==> run_1/floorplan.png <==
Pins as bars on the die edge. Tap cells in gray.
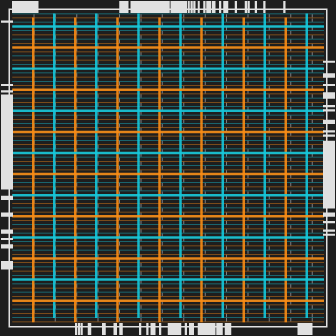
==> run_1/class_map.png <==
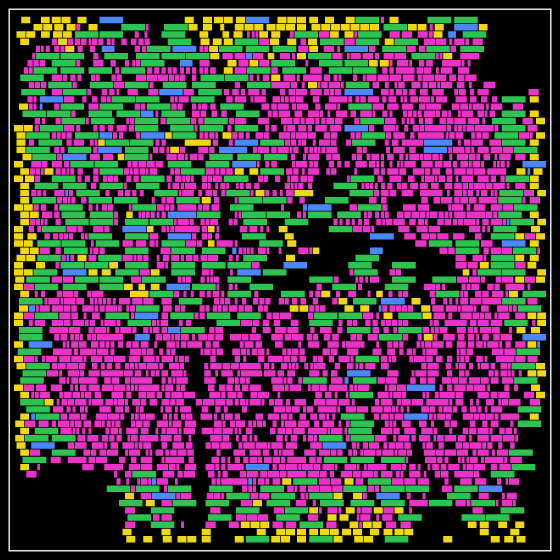
==> run_1/clock_wires.png <==
Scale bar: 50 microns.
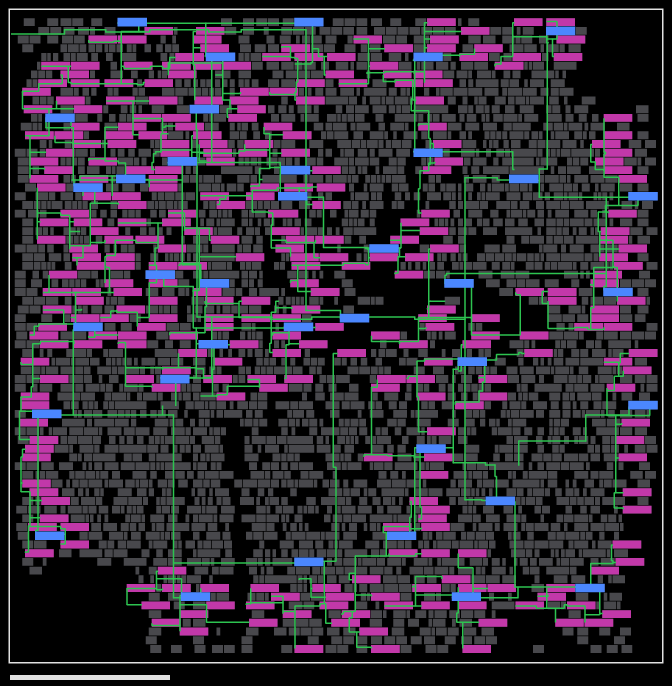
==> run_1/layers.png <==
Scale bar: 50 microns.
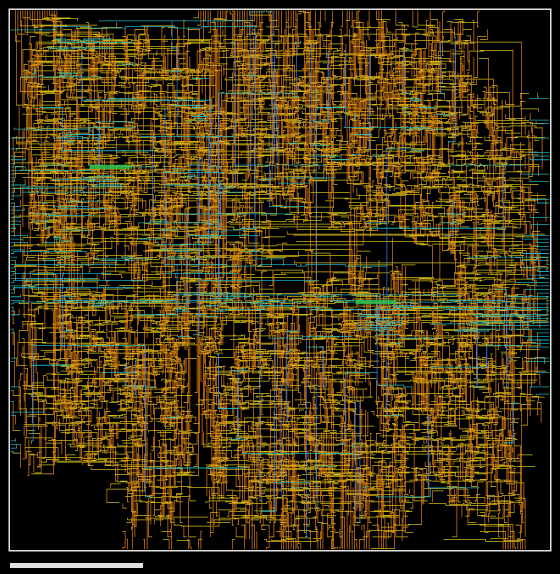
==> config.mk <==
export PLATFORM = sky130hd
export DESIGN_NAME = ga_chrom_trans_gen
export DESIGN_NICKNAME = d
export VERILOG_FILES = /design/src/rtl/ga_chrom_trans_gen.sv
export SDC_FILE = /design/constraint.sdc
export NUM_CORES = 1
export LEC_CHECK = 0
export CAP_MARGIN = 20
export CORE_UTILIZATION = 59
export CTS_CLUSTER_SIZE = 16
export DETAILED_ROUTE_END_ITERATION = 12
export HOLD_SLACK_MARGIN = 0.02
export PLACE_DENSITY = 0.84
export SLEW_MARGIN = 10
export SYNTH_ARGS = -nofsm -noshare
export SYNTH_HDL_FRONTEND = slang
export SYNTH_SLANG_ARGS = --single-unit
export TNS_END_PERCENT = 20
==> constraint.sdc <==
create_clock -name CLK -period 12.4 [get_ports CLK]
set_input_delay 2.48 -clock CLK [delete_from_list [all_inputs] [get_ports CLK]]
set_output_delay 2.48 -clock CLK [all_outputs]
set_load 0.01 [all_outputs]
==> src/rtl/ga_chrom_trans_gen.sv <==
// ---------------------------------------------------------------------------
// ga_chrom_trans_gen
//   Turns one GA chromosome into a burst of TRANS_COUNT ALU transactions.
//   Every field (delay, REG_A, REG_B, IMM, MEM) has one weight per value
//   range. A range is chosen by weighted rejection sampling on a 64-bit
//   LFSR, and the value is {range index, uniform low bits}.
//
// Ports
//   CLK, RST        clock, asynchronous active-high reset
//   START           capture CHROM/SEED and begin a burst (ignored while BUSY)
//   CHROM           packed weights: delay field at the bottom, then A, B, IMM,
//                   MEM; range i of a field sits at field_base+WEIGHT_W*i
//   SEED            LFSR seed loaded on START, 0 selects LFSR_SEED
//   BUSY            burst in progress
//   DONE            one-cycle pulse after the last transfer
//   OP, MOVI        opcode and operand-select code
//   REG_A, REG_B,
//   IMM, MEM        operands
//   VLD / RDY       valid/ready handshake towards the ALU driver
// ---------------------------------------------------------------------------

// Weighted range picker for one field. Accepts when r falls below the field
// total; a field with no weight at all picks its range uniformly from r.
module ga_range_sel #(
   parameter int R  = 8,
   parameter int WW = 4,
   parameter int RW = 7,
   parameter int IW = 3
) (
   input  logic [R*WW-1:0] w_i,
   input  logic [RW-1:0]   r_i,
   output logic            hit_o,
   output logic [IW-1:0]   idx_o
);
   localparam int IB = $clog2(R);

   logic [RW-1:0] total;
   logic [RW-1:0] cum;

   always_comb begin
      total = '0;
      for (int i = 0; i < R; i++) total = total + RW'(w_i[i*WW +: WW]);
   end

   always_comb begin
      hit_o = 1'b0;
      idx_o = '0;
      cum   = '0;
      if (total == '0) begin
         // top log2(R) bits of r; collapses to 0 when R == 1
         hit_o = 1'b1;
         idx_o = IW'(r_i >> (RW - IB));
      end else begin
         // first range whose running weight sum exceeds r
         for (int i = 0; i < R; i++) begin
            cum = cum + RW'(w_i[i*WW +: WW]);
            if (!hit_o && (r_i < cum)) begin
               hit_o = 1'b1;
               idx_o = IW'(i);
            end
         end
      end
   end
endmodule

module ga_chrom_trans_gen #(
   parameter int          DATA_WIDTH   = 8,
   parameter int          DELAY_WIDTH  = 4,
   parameter int          DELAY_RANGES = 4,
   parameter int          OP_RANGES    = 8,
   parameter int          WEIGHT_W     = 4,
   parameter int          TRANS_COUNT  = 2,
   parameter logic [63:0] LFSR_SEED    = 64'h1
) (
   input  logic                                           CLK,
   input  logic                                           RST,
   input  logic                                           START,
   input  logic [(DELAY_RANGES+4*OP_RANGES)*WEIGHT_W-1:0] CHROM,
   input  logic [63:0]                                    SEED,
   output logic                                           BUSY,
   output logic                                           DONE,
   output logic [3:0]                                     OP,
   output logic [1:0]                                     MOVI,
   output logic [DATA_WIDTH-1:0]                          REG_A,
   output logic [DATA_WIDTH-1:0]                          REG_B,
   output logic [DATA_WIDTH-1:0]                          MEM,
   output logic [DATA_WIDTH-1:0]                          IMM,
   output logic                                           VLD,
   input  logic                                           RDY
);
   localparam int CHROM_W = (DELAY_RANGES + 4*OP_RANGES) * WEIGHT_W;
   localparam int WMAX    = 2**WEIGHT_W - 1;
   localparam int FW_D    = DELAY_RANGES * WEIGHT_W;
   localparam int FW_O    = OP_RANGES * WEIGHT_W;
   // r width is just wide enough to cover the largest possible field total
   localparam int RW_D    = $clog2(DELAY_RANGES*WMAX + 1);
   localparam int RW_O    = $clog2(OP_RANGES*WMAX + 1);
   localparam int IB_D    = $clog2(DELAY_RANGES);
   localparam int IB_O    = $clog2(OP_RANGES);
   localparam int IW_D    = (IB_D > 0) ? IB_D : 1;
   localparam int IW_O    = (IB_O > 0) ? IB_O : 1;
   localparam int LW_D    = DELAY_WIDTH - IB_D;
   localparam int LW_O    = DATA_WIDTH - IB_O;
   // LFSR slice map: delay r, A/B/IMM/MEM r, A/B/IMM/MEM low, OP, MOVI, delay low
   localparam int P_OR    = RW_D;
   localparam int P_LO    = P_OR + 4*RW_O;
   localparam int P_OP    = P_LO + 4*LW_O;
   localparam int P_MV    = P_OP + 4;
   localparam int P_DL    = P_MV + 2;
   localparam int CW      = $clog2(TRANS_COUNT + 1);

   typedef enum logic [1:0] {S_IDLE, S_GEN, S_DLY, S_SEND} state_t;

   state_t                               state_q, state_d;
   logic [63:0]                          lfsr_q, lfsr_d, lfsr_nx;
   logic [CHROM_W-1:0]                   chrom_q, chrom_d;
   logic [CW-1:0]                        cnt_q, cnt_d;
   logic [DELAY_WIDTH-1:0]               dcnt_q, dcnt_d;
   logic [4:0]                           acc_q, acc_d, acc_now;
   logic [IW_D-1:0]                      d_idx_q, d_idx_d, d_idx_now, d_idx;
   logic [3:0][IW_O-1:0]                 o_idx_q, o_idx_d, o_idx_now, o_idx;
   logic                                 d_hit;
   logic [3:0]                           o_hit;
   logic [DELAY_WIDTH-1:0]               d_val;
   logic [3:0][DATA_WIDTH-1:0]           o_val;
   logic [3:0][DATA_WIDTH-1:0]           p_val_q, p_val_d;
   logic [3:0]                           p_op_q, p_op_d;
   logic [1:0]                           p_mv_q, p_mv_d;
   logic [3:0][DATA_WIDTH-1:0]           out_q, out_d;
   logic [3:0]                           op_q, op_d;
   logic [1:0]                           mv_q, mv_d;
   logic                                 vld_q, vld_d, busy_q, busy_d, done_q, done_d;
   logic                                 all_acc, last;

   assign lfsr_nx = {lfsr_q[62:0], lfsr_q[63] ^ lfsr_q[62] ^ lfsr_q[60] ^ lfsr_q[59]};
   assign last    = (cnt_q == CW'(TRANS_COUNT - 1));

   // ---------------- range pickers ----------------
   ga_range_sel #(.R(DELAY_RANGES), .WW(WEIGHT_W), .RW(RW_D), .IW(IW_D)) u_dsel (
      .w_i   (chrom_q[FW_D-1:0]),
      .r_i   (lfsr_q[RW_D-1:0]),
      .hit_o (d_hit),
      .idx_o (d_idx)
   );

   for (genvar f = 0; f < 4; f++) begin : g_fld
      ga_range_sel #(.R(OP_RANGES), .WW(WEIGHT_W), .RW(RW_O), .IW(IW_O)) u_osel (
         .w_i   (chrom_q[FW_D + f*FW_O +: FW_O]),
         .r_i   (lfsr_q[P_OR + f*RW_O +: RW_O]),
         .hit_o (o_hit[f]),
         .idx_o (o_idx[f])
      );
      if (IB_O > 0) begin : g_idx
         assign o_val[f] = {o_idx_now[f], lfsr_q[P_LO + f*LW_O +: LW_O]};
      end else begin : g_noidx
         assign o_val[f] = lfsr_q[P_LO + f*LW_O +: LW_O];
      end
   end

   if (IB_D > 0) begin : g_didx
      assign d_val = {d_idx_now, lfsr_q[P_DL +: LW_D]};
   end else begin : g_nodidx
      assign d_val = lfsr_q[P_DL +: LW_D];
   end

   // Fields already accepted keep their latched index; the rest use this
   // cycle's draw. Bit 0 is the delay field, bits 4:1 are A, B, IMM, MEM.
   always_comb begin
      acc_now   = acc_q | {o_hit, d_hit};
      d_idx_now = acc_q[0] ? d_idx_q : d_idx;
      o_idx_now = o_idx;
      for (int f = 0; f < 4; f++)
         if (acc_q[f+1]) o_idx_now[f] = o_idx_q[f];
   end

   assign all_acc = &acc_now;

   // ---------------- FSM: state register ----------------
   always_ff @(posedge CLK or posedge RST) begin
      if (RST) state_q <= S_IDLE;
      else     state_q <= state_d;
   end

   // ---------------- FSM: next state ----------------
   always_comb begin
      state_d = state_q;
      case (state_q)
         S_IDLE: if (START) state_d = S_GEN;
         S_GEN:  if (all_acc) state_d = (d_val == '0) ? S_SEND : S_DLY;
         S_DLY:  if (dcnt_q <= DELAY_WIDTH'(1)) state_d = S_SEND;
         S_SEND: if (RDY) state_d = last ? S_IDLE : S_GEN;
         default: state_d = S_IDLE;
      endcase
   end

   // ---------------- FSM: outputs ----------------
   // Outputs only change when a transaction is presented, so they hold the
   // previous transaction while generating/delaying the next one.
   always_comb begin
      vld_d  = (state_d == S_SEND);
      busy_d = (state_d != S_IDLE);
      done_d = (state_q == S_SEND) && RDY && last;
      out_d  = out_q;
      op_d   = op_q;
      mv_d   = mv_q;
      if (state_q == S_GEN && state_d == S_SEND) begin
         out_d = o_val;
         op_d  = lfsr_q[P_OP +: 4];
         mv_d  = lfsr_q[P_MV +: 2];
      end else if (state_q == S_DLY && state_d == S_SEND) begin
         out_d = p_val_q;
         op_d  = p_op_q;
         mv_d  = p_mv_q;
      end
   end

   // ---------------- datapath next state ----------------
   always_comb begin
      lfsr_d  = lfsr_q;
      chrom_d = chrom_q;
      cnt_d   = cnt_q;
      dcnt_d  = dcnt_q;
      acc_d   = acc_q;
      d_idx_d = d_idx_q;
      o_idx_d = o_idx_q;
      p_val_d = p_val_q;
      p_op_d  = p_op_q;
      p_mv_d  = p_mv_q;
      case (state_q)
         S_IDLE: if (START) begin
            chrom_d = CHROM;
            lfsr_d  = (SEED == '0) ? LFSR_SEED : SEED;
            cnt_d   = '0;
            acc_d   = '0;
         end
         S_GEN: begin
            lfsr_d  = lfsr_nx;
            acc_d   = acc_now;
            d_idx_d = d_idx_now;
            o_idx_d = o_idx_now;
            if (all_acc) begin
               dcnt_d  = d_val;
               p_val_d = o_val;
               p_op_d  = lfsr_q[P_OP +: 4];
               p_mv_d  = lfsr_q[P_MV +: 2];
            end
         end
         S_DLY: dcnt_d = dcnt_q - DELAY_WIDTH'(1);
         S_SEND: if (RDY) begin
            cnt_d = cnt_q + CW'(1);
            acc_d = '0;
         end
         default: ;
      endcase
   end

   always_ff @(posedge CLK or posedge RST) begin
      if (RST) begin
         lfsr_q  <= LFSR_SEED;
         chrom_q <= '0;
         cnt_q   <= '0;
         dcnt_q  <= '0;
         acc_q   <= '0;
         d_idx_q <= '0;
         o_idx_q <= '0;
         p_val_q <= '0;
         p_op_q  <= '0;
         p_mv_q  <= '0;
         out_q   <= '0;
         op_q    <= '0;
         mv_q    <= '0;
         vld_q   <= 1'b0;
         busy_q  <= 1'b0;
         done_q  <= 1'b0;
      end else begin
         lfsr_q  <= lfsr_d;
         chrom_q <= chrom_d;
         cnt_q   <= cnt_d;
         dcnt_q  <= dcnt_d;
         acc_q   <= acc_d;
         d_idx_q <= d_idx_d;
         o_idx_q <= o_idx_d;
         p_val_q <= p_val_d;
         p_op_q  <= p_op_d;
         p_mv_q  <= p_mv_d;
         out_q   <= out_d;
         op_q    <= op_d;
         mv_q    <= mv_d;
         vld_q   <= vld_d;
         busy_q  <= busy_d;
         done_q  <= done_d;
      end
   end

   assign BUSY  = busy_q;
   assign DONE  = done_q;
   assign VLD   = vld_q;
   assign OP    = op_q;
   assign MOVI  = mv_q;
   assign REG_A = out_q[0];
   assign REG_B = out_q[1];
   assign IMM   = out_q[2];
   assign MEM   = out_q[3];

endmodule

==> flow_summary.yaml, run 1 <==
# synthesis and place-and-route metrics
final_layout:
  sh_seq_area_pct: 27.8
  buffer_area_share_pct: 9.50
  final.signal_buffer_count: 268
  clock_tree_cell_share_of_total_cell_area_pct: 4.36
  n_all_inverters: 203
  drive_gt1_share_pct: 9.66
  num-multi-input-gates: 1884
  num-nets-final: 3259
  layout.area.seq_sq_um: 7860
  largest_register_ff_count: 144
  mostFrequentLayoutCells: "dfrtp_1, ha_1, clkdlybuf4s50_1, inv_1, a21o_1"
routing:
  dr_wl_met2_microns: 30700
  route.met3.wl_microns: 3920
  detailedRoute.firstIterationViolations: 1267
  drt-total-wl_microns: 62700
  route.top_layer_used: "met5"
  wl_met1_microns: 26000
  avgRoutedWirePerCell_microns: 19.2
  postRouteAntennaNets: 0
setup_path:
  critical_path_buf_inv_count: 4
  crit_type: "flop to flop"
  regToRegSetupSlack_ps: 3930
  crit_path_max_delay_family: "adder cells"
  cp.arrival_ps: 8910
sta:
  finClkSkew_ps: 21.1
  total_count_of_max_transition_violations_in_the_final_report: 0
  achievable-frequency_mhz: 118
  max-slew-margin-rel_pct: 25.5
flow_run:
  max_cap_violations: 0
placed_design:
  dp_slack_ps: 3900
  post-place-cells: 3191
clocking:
  clock_tree.root_cell: "clkbuf_16"
  cts-htree-levels: 2
  ctsHoldBuffers: 0
  post_cts_resize_count: 0
  post_cts.repair.setup_buffers: 0
  cts_buffers: 36
outcome:
  run_status: "complete, no violations"
global_route:
  groute.layer.met2.usage_pct: 52.8
  antenna_found_initial: 5
  vias_in_the_first_global_route: 20500
  groute.usage.overall_pct: 30.5
  groute.layer.met1.usage_pct: 37.4
synthesis:
  post_synth_and_or_nand_nor_area_fraction_pct: 11.6
  synthesis.area_sq_um: 24000
  synth.cellmix.xorXnorShare_pct: 5.08
  floorplan.nets: 3047
  post-synth-top-area-fraction_pct: 32.6
  postSynthSeqShare_pct: 32.7
  synth_warnings: 0
  synth.lib_cells_used.distinct: 93
  synthesis.area_per_instance_sq_um: 9.62
  synth_top_flop_cell: "dfrtp_1"
  synth.cellmix.adderShare_pct: 18.7
floorplan:
  io-pin-count: 253
  fp_util_pct: 60.1
hold_path:
  hold_end: "o_idx_q[1]$_DFFE_PP0P_"
About floorplan.png:
legend:
  VSS:
    color: orange
  VDD:
    color: cyan
signal pins: 253
met4 straps: 14
rows: 73

About class_map.png:
legend:
  registers:
    color: green
    cells: 314
    share_of_their_area: 29%
  remaining logic cells:
    color: magenta
    cells: 2087
    share_of_their_area: 57%
  remaining buffers and delay cells:
    color: yellow
    cells: 268
    share_of_their_area: 9.7%
  clock drivers and dummy loads:
    color: blue
    cells: 64
    share_of_their_area: 4.5%

About clock_wires.png:
legend:
  clock-net drivers:
    color: blue
    count: 36
  clock wires:
    color: green
    length: 4400 microns
  flip-flops:
    color: magenta
    count: 314
flops lie: spread over the die

About layers.png:
legend:
  M4:
    color: blue
    wire_length: 2030 microns
  M3:
    color: cyan
    wire_length: 3920 microns
  M5:
    color: green
    wire_length: 27.6 microns
  M2:
    color: orange
    wire_length: 30.7 mm
  M1:
    color: yellow
    wire_length: 26.0 mm

--- run 2 (diff from run 1) ---
Clock period 12.4 ns to 8.1 ns, I/O delays scaled along.
==> run_2/floorplan.png <==
Pins as bars on the die edge. Tap cells in gray.
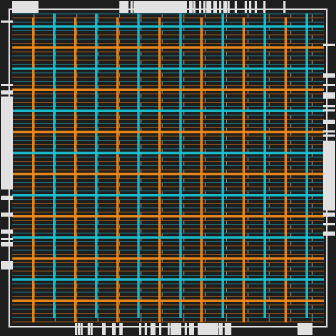
legend:
  VDD:
    color: cyan
  VSS:
    color: orange
tap cells: 525
met1 rails: 74
rows: 73
met4 straps: 14
met5 straps: 14

==> run_2/class_map.png <==
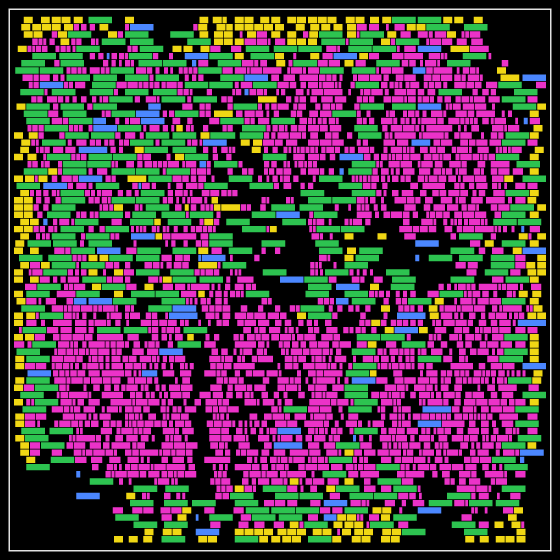
legend:
  remaining logic cells:
    color: magenta
    cells: 2087
    share_of_their_area: 57%
  remaining buffers and delay cells:
    color: yellow
    cells: 271
    share_of_their_area: 9.9%
  clock drivers and dummy loads:
    color: blue
    cells: 66
    share_of_their_area: 4.7%
  registers:
    color: green
    cells: 314
    share_of_their_area: 28%

==> run 2 against run 1 <==
  * Clock-buffer cell count unchanged
  * Global-route usage fell by 0.46 points
  * Sequential share of layout area down 0.13 points
  * Synthesized cell count is the same
  * First-iteration DRC count increased by 2.6%
  * Non-clock buffer count rose by 3
==> flow_summary.yaml, run 2 <==
# synthesis and place-and-route metrics
hold_path:
  hold_end: "o_idx_q[1]$_DFFE_PP0P_"
global_route:
  groute.layer.met1.usage_pct: 37.6
  vias_in_the_first_global_route: 20600
  groute.layer.met2.usage_pct: 51.5
clocking:
  post_cts.repair.setup_buffers: 0
  cts_buffers: 37
  cts-htree-levels: 2
  ctsHoldBuffers: 0
synthesis:
  postSynthSeqShare_pct: 32.7
  post_synth_and_or_nand_nor_area_fraction_pct: 11.6
  synthesis.area_per_instance_sq_um: 9.62
  synth_top_flop_cell: "dfrtp_1"
  synth_warnings: 0
  post-synth-top-area-fraction_pct: 32.6
  synth.cellmix.xorXnorShare_pct: 5.08
outcome:
  run_status: "complete, no violations"
final_layout:
  largest_register_ff_count: 144
  clock_tree_cell_share_of_total_cell_area_pct: 4.57
  mostFrequentLayoutCells: "dfrtp_1, ha_1, clkdlybuf4s50_1, inv_1, a21o_1"
  sh_seq_area_pct: 27.7
  n_all_inverters: 203
  num-multi-input-gates: 1884
  drive_gt1_share_pct: 10.0
routing:
  route.top_layer_used: "met5"
  dr_wl_met2_microns: 30100
  route.met3.wl_microns: 4130
placed_design:
  post-place-cells: 3194
setup_path:
  critical_path_buf_inv_count: 3
  regToRegSetupSlack_ps: 410
  crit_path_max_delay_family: "adder cells"
floorplan:
  fp_util_pct: 60.1
sta:
  achievable-frequency_mhz: 130
flow_run:
  max_cap_violations: 0
